## src/rtl/asrm_bus_timer_pkg.sv

```systemverilog
// Shared definitions for the asrm bus timer: register indices, CTRL bit positions, reset values.
package asrm_bus_timer_pkg;

  typedef enum logic [1:0] {
    TIMER_CTRL  = 2'd0,
    TIMER_PRESC = 2'd1,
    TIMER_COUNT = 2'd2,
    TIMER_CMP   = 2'd3
  } timer_reg_e;

  localparam int unsigned CTRL_EN      = 0;
  localparam int unsigned CTRL_IE      = 1;
  localparam int unsigned CTRL_ONESHOT = 2;
  localparam int unsigned CTRL_PEND    = 7;

  localparam logic TIMER_FLAG_RST = 1'b0;

endpackage

```

## src/rtl/asrm_bus_timer_prescaler.sv

```systemverilog
// Prescaler for the asrm bus timer: psc counts 0..presc while enabled and emits a one-cycle tick on wrap.
module asrm_bus_timer_prescaler #(
  parameter int unsigned wordsize = 16
) (
  input  logic                clk,
  input  logic                reset,
  input  logic                en,
  input  logic                clr,
  input  logic [wordsize-1:0] presc,
  output logic                tick
);

  logic [wordsize-1:0] psc_q, psc_d;

  assign tick = en && (psc_q == presc);

  always_comb begin
    psc_d = psc_q;
    if (clr) begin
      psc_d = '0;
    end else if (en) begin
      psc_d = tick ? '0 : psc_q + wordsize'(1);
    end
  end

  always_ff @(posedge clk) begin
    if (reset) psc_q <= '0;
    else       psc_q <= psc_d;
  end

endmodule

```

## src/rtl/asrm_bus_timer.sv

```systemverilog
// Memory-mapped prescaled timer responder on the asrm bus (CTRL/PRESC/COUNT/CMP, registered read data).
// Define ASRM_TIMER_ONESHOT_EN to implement the CTRL.ONESHOT bit; otherwise the timer is always periodic.
module asrm_bus_timer
  import asrm_bus_timer_pkg::*;
#(
  parameter int unsigned         wordsize  = 16,
  parameter logic [wordsize-1:0] base_addr = 16'hFF00
) (
  input  logic                clk,
  input  logic                reset,
  input  logic [wordsize-1:0] addr,
  input  logic [wordsize-1:0] data_in,
  input  logic                write_en,
  output logic [wordsize-1:0] data_out,
  output logic                irq
);

  localparam int unsigned         BYTES   = wordsize / 8;
  localparam logic [wordsize-1:0] BYTES_W = wordsize'(BYTES);
  localparam logic [wordsize-1:0] SPAN    = wordsize'(4 * BYTES);

  logic [wordsize-1:0] off;
  logic                sel, wr, tick, match;
  timer_reg_e          idx;

  logic                en_q, en_d, ie_q, ie_d, os_q, os_d, pend_q, pend_d;
  logic [wordsize-1:0] presc_q, presc_d, count_q, count_d, cmp_q, cmp_d, rdata_q, rdata_d;

  // Addresses below base wrap to large offsets, so one unsigned compare covers both bounds.
  assign off   = addr - base_addr;
  assign sel   = off < SPAN;
  assign idx   = timer_reg_e'(2'(off / BYTES_W));
  assign wr    = write_en && sel;
  assign match = count_q == cmp_q;

  asrm_bus_timer_prescaler #(.wordsize(wordsize)) u_presc (
    .clk   (clk),
    .reset (reset),
    .en    (en_q),
    .clr   (wr && (idx == TIMER_PRESC)),
    .presc (presc_q),
    .tick  (tick)
  );

  always_comb begin
    en_d    = en_q;
    ie_d    = ie_q;
    os_d    = os_q;
    pend_d  = pend_q;
    presc_d = presc_q;
    count_d = count_q;
    cmp_d   = cmp_q;

    if (tick) begin
      if (match) begin
        count_d = '0;
        pend_d  = 1'b1;
        if (os_q) en_d = 1'b0;
      end else begin
        count_d = count_q + wordsize'(1);
      end
    end

    // Bus writes override tick updates, except that a pending match is never cleared by W1C.
    if (wr) begin
      case (idx)
        TIMER_CTRL: begin
          en_d = data_in[CTRL_EN];
          ie_d = data_in[CTRL_IE];
`ifdef ASRM_TIMER_ONESHOT_EN
          os_d = data_in[CTRL_ONESHOT];
`else
          os_d = 1'b0;
`endif
          if (data_in[CTRL_PEND] && !(tick && match)) pend_d = 1'b0;
        end
        TIMER_PRESC: presc_d = data_in;
        TIMER_COUNT: count_d = data_in;
        TIMER_CMP:   cmp_d   = data_in;
      endcase
    end

    rdata_d = '0;
    if (sel) begin
      case (idx)
        TIMER_CTRL: begin
          rdata_d[CTRL_EN]      = en_q;
          rdata_d[CTRL_IE]      = ie_q;
          rdata_d[CTRL_ONESHOT] = os_q;
          rdata_d[CTRL_PEND]    = pend_q;
        end
        TIMER_PRESC: rdata_d = presc_q;
        TIMER_COUNT: rdata_d = count_q;
        TIMER_CMP:   rdata_d = cmp_q;
      endcase
    end
  end

  always_ff @(posedge clk) begin
    if (reset) begin
      en_q    <= TIMER_FLAG_RST;
      ie_q    <= TIMER_FLAG_RST;
      os_q    <= TIMER_FLAG_RST;
      pend_q  <= TIMER_FLAG_RST;
      presc_q <= '0;
      count_q <= '0;
      cmp_q   <= '0;
      rdata_q <= '0;
    end else begin
      en_q    <= en_d;
      ie_q    <= ie_d;
      os_q    <= os_d;
      pend_q  <= pend_d;
      presc_q <= presc_d;
      count_q <= count_d;
      cmp_q   <= cmp_d;
      rdata_q <= rdata_d;
    end
  end

  assign data_out = rdata_q;
  assign irq      = pend_q & ie_q;

endmodule

```

## config.mk

```make
export PLATFORM = sky130hd
export DESIGN_NAME = asrm_bus_timer
export DESIGN_NICKNAME = d
export VERILOG_FILES = /design/src/rtl/asrm_bus_timer_pkg.sv /design/src/rtl/asrm_bus_timer_prescaler.sv /design/src/rtl/asrm_bus_timer.sv
export SDC_FILE = /design/constraint.sdc
export NUM_CORES = 1
export LEC_CHECK = 0
export ABC_AREA = 1
export CORE_MARGIN = 10
export CORE_UTILIZATION = 51
export CTS_CLUSTER_SIZE = 10
export DETAILED_ROUTE_END_ITERATION = 8
export GPL_TIMING_DRIVEN = 0
export HOLD_SLACK_MARGIN = 0.08
export PLACE_DENSITY = 0.82
export SLEW_MARGIN = 30
export SYNTH_ARGS = -nofsm -noshare
export SYNTH_HDL_FRONTEND = slang
export SYNTH_SLANG_ARGS = --single-unit
```

## constraint.sdc

```tcl
create_clock -name clk -period 1.6 [get_ports clk]
set_clock_uncertainty 0.1 [all_clocks]
set_input_delay 0.32 -clock clk [delete_from_list [all_inputs] [get_ports clk]]
set_output_delay 0.32 -clock clk [all_outputs]
set_load 0.02 [all_outputs]
```

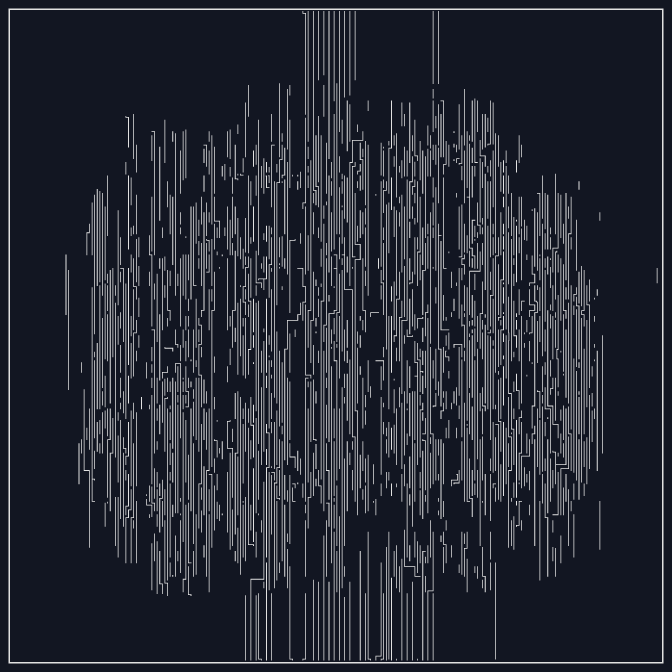
(metal 2)
nets with wire on the layer = 732
longest straight run = 38.1 µm
via count: 5253
GR Layer Usage met2: 41.7%
final wirelength: 16300 µm

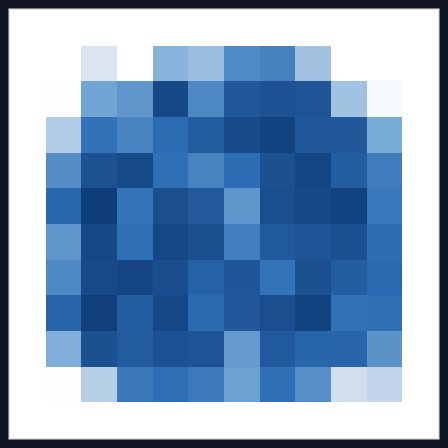
(local utilization)
12 x 12 tiles, from white (low) to dark blue (high), 0 to 100% covered.
mean over tiles = 48%
densest ninth of the die = centre
emptiest ninth of the die = north-west
nearly empty tiles = 35%
fullest tile = 94%

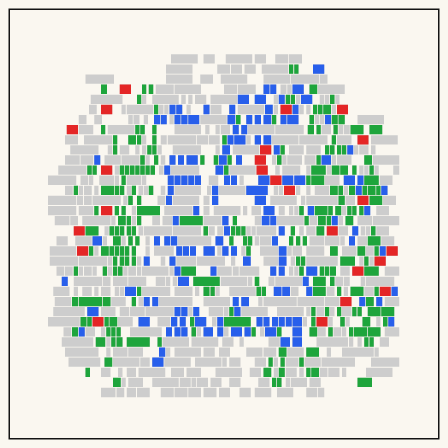
(selected gate families)
blue -> aoi and oai cells  # cells 145, most used a21oi_1
green -> nand cells  # cells 227, most used nand2_1
red -> xor and xnor cells  # cells 24, most used xor2_1
Top cell excl fill/tap: nand2_1
Cell Count, Final, Fillers Out: 918

==> tightest hold or removal path: stages (launching register included) <==
cell and delay [ns]:
dfxtp_1 0.34, inv_1 0.05, a21oi_1 0.06
==> registers in the layout, summed over array words and instances (netlist names) <==
name and flops:
cmp_q 16, count_q 16, data_out 16, presc_q 16
u_presc.psc_q 16, en_q 1, ie_q 1, pend_q 1
==> cell families (layout without fill, tap and decap cells) <==
kind of cell / count (synthesis) / count (layout) / share of synthesized area (%)
and+or+nand+nor: 325 / 326 / 30.5
AOI/OAI and AO/OA: 145 / 145 / 16.7
buffers and inverters: 130 / 230 / 11.7
DFF: 83 / 83 / 36.0
xor gates and xnor gates: 24 / 24 / 4.55
adders and majority gates: 2 / 2 / 0.542
==> layout make-up <==
| type | instances | area [µm²] |
|---|---|---|
| buffer | 28 | 249 |
| clock buffer | 10 | 128 |
| clock inverter | 6 | 41.3 |
| fill | 637 | 2330 |
| inverter | 102 | 400 |
| multi-input combinational | 497 | 2900 |
| sequential | 83 | 1730 |
| tap | 108 | 135 |
| timing repair buffer | 84 | 846 |
==> timing repair <==
item	in CTS	in global routing
cloned	3	5
setup endpoints to repair	91	79
hold buffers	0	0
resized	144	116
hold endpoints to repair	0	0
pin swaps	51	34
setup buffers	23	5
==> Yosys cell counts (9+ instances only) <==
cell,n
xor2_1,23
inv_2,25
nor2_1,70
nand3_1,31
o21ai_1,39
o21ai_0,9
nor2_2,13
buf_2,16
inv_1,76
dfxtp_1,83
nand2_1,181
o22ai_1,12
a21oi_1,72
==> power groups by stage <==
| stage | combinational [mW] | clock (mW) | sequential [mW] |
|---|---|---|---|
| after global placement | 0.228 | 0 | 2.11 |
| final | 0.269 | 1.39 | 2.05 |
| after floorplan | 0.0899 | 0 | 2.11 |
| after detailed placement | 0.232 | 0 | 2.11 |
| after CTS | 0.240 | 1.39 | 2.06 |
| after global routing | 0.283 | 1.50 | 2.05 |
==> worst paths after layout <==
kind | from | to | cells past startpoint
min reg2reg | ie_q | ie_q | 2
min | ie_q | ie_q | 2
max reg2reg | presc_q[7] | count_q[9] | 12
max | presc_q[7] | count_q[9] | 12
==> through the flow <==
step           util (%)  worst slack, ns  instances  hold slack, ns  TNS [ns]
2_1_floorplan         -           0.0172        709           0.289         0
3_3_place_gp       60.0           -0.554        867           0.346    -36.91
3_5_place_dp       60.0           -0.617        867           0.357    -40.57
4_1_cts            67.9          -0.0478        909           0.372    -0.443
5_1_grt            73.4           -0.265        918           0.410     -5.66
6_report           73.4           -0.150        918           0.392     -3.16
==> per-layer routing <==
metal / global-route usage [%] / share of wire [%] / up-vias
met4: 9.41 / 2.9 / 0
li1: - / - / 2483
met5: 0 / 0 / -
met3: 5.10 / 6.8 / 54
met2: 41.7 / 53 / 261
met1: 25.7 / 38 / 2455
==> summary.txt <==
Setup crit start kind - flop
# setup viols final - 33
critical path's slowest cell - dfxtp_1
slack of the critical path - -0.150 ns
Synth-to-Final Area Change - 39.2%
Sink Count - 83
Int Power - 2.72 mW
Core Area - 8760 µm²
CP arrival - 1.92 ns
CP Max Fanout - 5
biggest area cells - dfxtp_1 36%, nand2_1 15%, a21oi_1 7.8%, inv_1 6.2%, nor2_1 5.7%
YS warnings - 0
DIE WIDTH - 115 µm
ys flops - 83
Switching Share - 26.6%
commonest non-fill, non-tap cells in the layout - 158 x nand2_1, 71 x inv_1, 62 x a21oi_1
Fmax - 571 MHz
remaining antenna violation count after routing - 0
clock buffer depth - 2
layout cell share with drive strength beyond 1 - 31.7%
failing checks - negative setup slack
I/O pin count - 52
Final period util - 109%
Crit path top cell by count - nand2_1
Tot Pwr - 3.71 mW
r2r setup slk - -0.15 ns
Total GRT Usage - 23.2%
Diodes inserted - 0
Slew Viols, Final - 0
status - finished, violations left
ys async rst share - 0%
CTS buffer count - 9
Reg clk slew, reported paths - 0.10 ns
sequential share of the synthesized area - 36.0%
die area - 13300 µm²
slew margin rel. - 71.6%
Max VDD drop - 0.000431 V
nets@finish - 842
via/cell ratio - 5.72
Slew @ Worst Pin - 0.421 ns
Post-Syn Instances - 709
Power and IR drop assume default switching activity.
